Fig. 1: metal 1
Cells faint in the background.
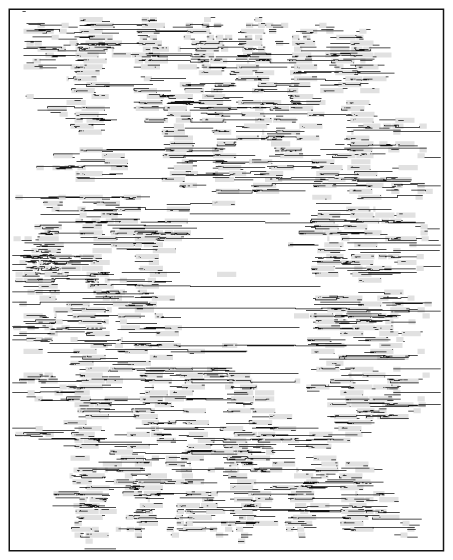
Fig. 2: M2 wires
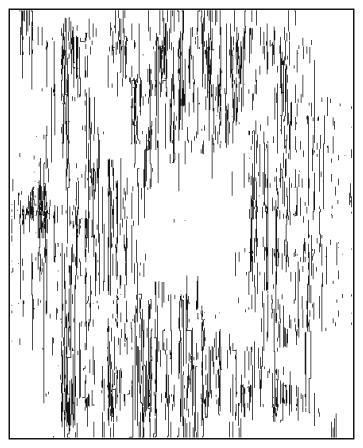
**src/rtl/lumi_phy_fifo_if.sv**
```systemverilog
// LUMI PHY stream handshake bundle: data with valid/ready.
// master drives data/vld, slave drives rdy.
interface lumi_phy_fifo_if #(
  parameter int IOW = 64
);
  logic [IOW-1:0] data;
  logic           vld;
  logic           rdy;

  modport master (
    output data,
    output vld,
    input  rdy
  );

  modport slave (
    input  data,
    input  vld,
    output rdy
  );
endinterface

```
**src/rtl/lumi_phy_fifo.sv**
```systemverilog
// LUMI PHY elastic FIFO, FWFT, fully registered outputs, ioclk domain.
// Optional stats counters: define LUMI_PHY_FIFO_STATS_EN.
module lumi_phy_fifo #(
  parameter int IOW   = 64,
  parameter int DEPTH = 4,
  parameter int CNTW  = $clog2(DEPTH+1)
) (
  input  logic             ioclk,
  input  logic             ionreset,
  input  logic             csr_en,
  lumi_phy_fifo_if.slave   phy_in,
  lumi_phy_fifo_if.master  phy_out,
  output logic [CNTW-1:0]  fifo_count,
  output logic             fifo_overflow
`ifdef LUMI_PHY_FIFO_STATS_EN
  ,
  output logic [31:0]      fifo_push_cnt,
  output logic [31:0]      fifo_stall_cnt
`endif
);

  localparam int PW = $clog2(DEPTH);
  localparam logic [CNTW-1:0] FULL = CNTW'(DEPTH);

  logic [IOW-1:0]  mem_q [DEPTH];
  logic [PW-1:0]   wptr_q, wptr_d;
  logic [PW-1:0]   rptr_q, rptr_d;
  logic [CNTW-1:0] count_q, count_d;
  logic [IOW-1:0]  dout_q, dout_d;
  logic            in_rdy_q, in_rdy_d;
  logic            out_vld_q, out_vld_d;
  logic            ovf_q, ovf_d;
  logic            push, pop, head_new;

  assign push = phy_in.vld & in_rdy_q;
  assign pop  = out_vld_q & phy_out.rdy;

  // The word written this cycle becomes the head when
  // nothing older survives the pop.
  assign head_new = push & (count_q == CNTW'(pop));

  always_comb begin
    wptr_d    = wptr_q;
    rptr_d    = rptr_q;
    count_d   = count_q;
    dout_d    = dout_q;
    in_rdy_d  = 1'b0;
    out_vld_d = 1'b0;
    ovf_d     = 1'b0;
    if (csr_en) begin
      wptr_d = wptr_q + PW'(push);
      rptr_d = rptr_q + PW'(pop);
      unique case ({push, pop})
        2'b10:   count_d = count_q + CNTW'(1);
        2'b01:   count_d = count_q - CNTW'(1);
        default: count_d = count_q;
      endcase
      if (count_d != '0) begin
        dout_d = head_new ? phy_in.data
                          : mem_q[rptr_d];
      end
      in_rdy_d  = (count_d < FULL);
      out_vld_d = (count_d != '0);
      ovf_d     = ovf_q
                | (phy_in.vld & ~in_rdy_q
                   & (count_q == FULL));
    end else begin
      wptr_d  = '0;
      rptr_d  = '0;
      count_d = '0;
    end
  end

  always_ff @(posedge ioclk) begin
    if (csr_en && push) begin
      mem_q[wptr_q] <= phy_in.data;
    end
  end

  always_ff @(posedge ioclk or negedge ionreset) begin
    if (!ionreset) begin
      wptr_q    <= '0;
      rptr_q    <= '0;
      count_q   <= '0;
      dout_q    <= '0;
      in_rdy_q  <= 1'b0;
      out_vld_q <= 1'b0;
      ovf_q     <= 1'b0;
    end else begin
      wptr_q    <= wptr_d;
      rptr_q    <= rptr_d;
      count_q   <= count_d;
      dout_q    <= dout_d;
      in_rdy_q  <= in_rdy_d;
      out_vld_q <= out_vld_d;
      ovf_q     <= ovf_d;
    end
  end

  assign phy_in.rdy    = in_rdy_q;
  assign phy_out.vld   = out_vld_q;
  assign phy_out.data  = dout_q;
  assign fifo_count    = count_q;
  assign fifo_overflow = ovf_q;

`ifdef LUMI_PHY_FIFO_STATS_EN
  logic [31:0] push_cnt_q, push_cnt_d;
  logic [31:0] stall_cnt_q, stall_cnt_d;

  always_comb begin
    push_cnt_d  = '0;
    stall_cnt_d = '0;
    if (csr_en) begin
      push_cnt_d  = push_cnt_q + 32'(push);
      stall_cnt_d = stall_cnt_q
                  + 32'(phy_in.vld & ~in_rdy_q);
    end
  end

  always_ff @(posedge ioclk or negedge ionreset) begin
    if (!ionreset) begin
      push_cnt_q  <= '0;
      stall_cnt_q <= '0;
    end else begin
      push_cnt_q  <= push_cnt_d;
      stall_cnt_q <= stall_cnt_d;
    end
  end

  assign fifo_push_cnt  = push_cnt_q;
  assign fifo_stall_cnt = stall_cnt_q;
`endif

endmodule

```
**src/flat_wrapper.sv**
```systemverilog
// flat-port wrapper written by rule: the top's interface ports become plain ports
module lumi_phy_fifo_flat 
#(
  parameter int IOW   = 64,
  parameter int DEPTH = 4,
  parameter int CNTW  = $clog2(DEPTH+1)
)
  (ioclk, ionreset, csr_en, fifo_count, fifo_overflow, phy_in_data, phy_in_vld, phy_in_rdy, phy_out_data, phy_out_vld, phy_out_rdy);
  lumi_phy_fifo_if #(.IOW(IOW)) phy_in_i ();
  lumi_phy_fifo_if #(.IOW(IOW)) phy_out_i ();
  input  logic ioclk;
  input  logic ionreset;
  input  logic csr_en;
  output logic [CNTW-1:0] fifo_count;
  output logic fifo_overflow;
  input wire logic [$bits(phy_in_i.data)-1:0] phy_in_data;
  input wire logic [$bits(phy_in_i.vld)-1:0] phy_in_vld;
  output wire logic [$bits(phy_in_i.rdy)-1:0] phy_in_rdy;
  output wire logic [$bits(phy_out_i.data)-1:0] phy_out_data;
  output wire logic [$bits(phy_out_i.vld)-1:0] phy_out_vld;
  input wire logic [$bits(phy_out_i.rdy)-1:0] phy_out_rdy;
  assign phy_in_i.data = phy_in_data;
  assign phy_in_i.vld = phy_in_vld;
  assign phy_in_rdy = phy_in_i.rdy;
  assign phy_out_data = phy_out_i.data;
  assign phy_out_vld = phy_out_i.vld;
  assign phy_out_i.rdy = phy_out_rdy;
  lumi_phy_fifo #(.IOW(IOW), .DEPTH(DEPTH), .CNTW(CNTW)) u_core (.ioclk(ioclk), .ionreset(ionreset), .csr_en(csr_en), .phy_in(phy_in_i), .phy_out(phy_out_i), .fifo_count(fifo_count), .fifo_overflow(fifo_overflow));
endmodule
```
**config.mk**
```make
export PLATFORM = sky130hd
export DESIGN_NAME = lumi_phy_fifo_flat
export DESIGN_NICKNAME = d
export VERILOG_FILES = /design/src/rtl/lumi_phy_fifo_if.sv /design/src/rtl/lumi_phy_fifo.sv /design/src/flat_wrapper.sv
export SDC_FILE = /design/constraint.sdc
export NUM_CORES = 1
export LEC_CHECK = 0
export CAP_MARGIN = 25
export CORE_ASPECT_RATIO = 1.25
export CORE_MARGIN = 1
export CORE_UTILIZATION = 27
export CTS_CLUSTER_SIZE = 30
export DETAILED_ROUTE_END_ITERATION = 6
export PLACE_DENSITY_LB_ADDON = 0.15
export SLEW_MARGIN = 0
export SYNTH_ARGS = -nofsm -noshare
export SYNTH_HDL_FRONTEND = slang
export SYNTH_SLANG_ARGS = --single-unit
```
**constraint.sdc**
```tcl
create_clock -name ioclk -period 5.79 [get_ports ioclk]
set_input_delay 1.4475 -clock ioclk [delete_from_list [all_inputs] [get_ports ioclk]]
set_output_delay 1.4475 -clock ioclk [all_outputs]
set_load 0.01 [all_outputs]
```
==> flow_summary.json <==
{
  "synth_seq_share": 0.731,
  "peakVddDrop_mv": 0.425,
  "antenna_found_initial": 3,
  "grt_pass1_wl_um": 44800,
  "fp-utilization": 0.275,
  "h-tree-depth": 2,
  "criticalPathCategory": "input pin to register",
  "postSynthCellCount": 585,
  "core.rowCount": 89,
  "clock_net_power_mw": 2.14,
  "p_sw_mw": 1.93,
  "syn_area_um2": 13000,
  "die_w_um": 199,
  "num-fill-cells": 4523,
  "slew-limit-headroom": 0.358,
  "core_um2": 47400,
  "routed-wl-met3_um": 1220,
  "via_per_inst": 4.41,
  "crit_path_end_kind": "register",
  "p_seq_mw": 3.04,
  "p_int_mw": 5.45,
  "reg2reg_depth": 8,
  "min_path_cells": 1,
  "clk_path_buf_depth": 3,
  "grt_pass1_vias": 7207,
  "p_comb_frac": 0.297,
  "grt_max_degree": 66,
  "maxClockFrequency_mhz": 241,
  "setup_viol": 0,
  "yosys_cells": 585,
  "clkPwrFrac": 0.291,
  "reg2reg_slack_ns": 2.58,
  "r2r-start": "u_core.phy_out.vld",
  "cts-root-buf": "clkbuf_16",
  "drtPass1Iterations": 4,
  "warnings": 27,
  "avgSynthCellArea_um2": 22.3,
  "critical_path_buf_inv_count": 2,
  "post_cts_buffers": 0,
  "min_to": "u_core.phy_out.data[37]",
  "skew_ns": 0.0166,
  "critPathArrivalTime_ns": 4.55,
  "drv_cap": 0,
  "lay_top_count": "edfxtp_1",
  "r2r_end": "u_core.phy_out.data[15]",
  "track_usage": 0.124,
  "cts_resized": 0,
  "final_cells": 1410,
  "io_pins": 139,
  "hold_viol": 0,
  "drt_iter0_drc": 262,
  "hp-class": "register to register",
  "grt_remaining_overflow": 0,
  "min_period_ns": 4.16,
  "p_per_area_nw_per_um2": 451,
  "status": "completed",
  "cp_max_fo": 65,
  "worstSkewPairLatency_ns": 0.51,
  "min_from": "u_core.phy_out.data[37]",
  "dp_cells": 1346,
  "drc": 0,
  "maxPowerGroup": "sequential cells",
  "fp_nets": 658
}
About Fig. 1:
share of all routed wire: 42%
nets with wire on the layer: 763
longest straight run: 81.2 um
final wirelength: 29500 um
GR Util met1: 0.150
vias: 6219

About Fig. 2:
wire length on this layer: 15300 um
main direction: vertical

synth_stat cells (all sizes together):
library cell  number  area (um^2)
a21oi              3         15.0
a41oi              1         16.3
and2               4         25.0
and3               2         12.5
and4               1         8.76
buf               26          205
clkbuf             1         3.75
dfrtp             74         1850
edfxtp           256         7690
fa                 1         20.0
ha                 3         37.5
inv                2         7.51
mux2             128         1590
mux2i              1         10.0
mux4              64         1440
nand2              2         7.51
nor2               5         18.8
nor3               1         5.00
nor3b              2         15.0
nor4b              1         8.76
o211ai             1         12.5
o21ai              1         5.00
or3                1         6.26
xnor2              2         17.5
xor2               2         17.5
worst max-delay path by stage:
| stage | from | end | cells past startpoint |
|---|---|---|---|
| after floorplan | phy_in_vld | u_core.mem_q[2][0] | 4 |
| after global placement | phy_out_rdy | u_core.phy_out.data[2] | 9 |
| after detailed placement | phy_out_rdy | u_core.phy_out.data[13] | 9 |
| after CTS | phy_out_rdy | u_core.phy_out.data[4] | 9 |
| after global routing | phy_out_rdy | u_core.phy_out.data[14] | 9 |
| final | phy_out_rdy | u_core.phy_out.data[15] | 9 |
kinds of logic after synthesis:
group           Yosys count  synth area share
simple gates             19           0.00825
buf+inv                  29            0.0166
compound gates            6           0.00374
mux                     193             0.233
fa+ha+maj                 4           0.00441
flops                   330             0.731
xor+xnor                  4           0.00269
cell type report:
cell class                      count  share of cell area
Sequential cell                   330               0.584
Inverter                            2            0.000460
Timing Repair Buffer              151              0.0942
Clock inverter                     14             0.00575
Clock buffer                       50              0.0609
Multi-Input combinational cell    226               0.206
Tap cell                          637              0.0488
registers in the layout, indices dropped and copies added, names as in the netlist:
name and flops:
u_core.fifo_count 3, u_core.mem_q 256, u_core.rptr_q 2, u_core.phy_out.data 64, u_core.fifo_overflow 1, u_core.wptr_q 2, u_core.phy_out.vld 1, u_core.phy_in.rdy 1
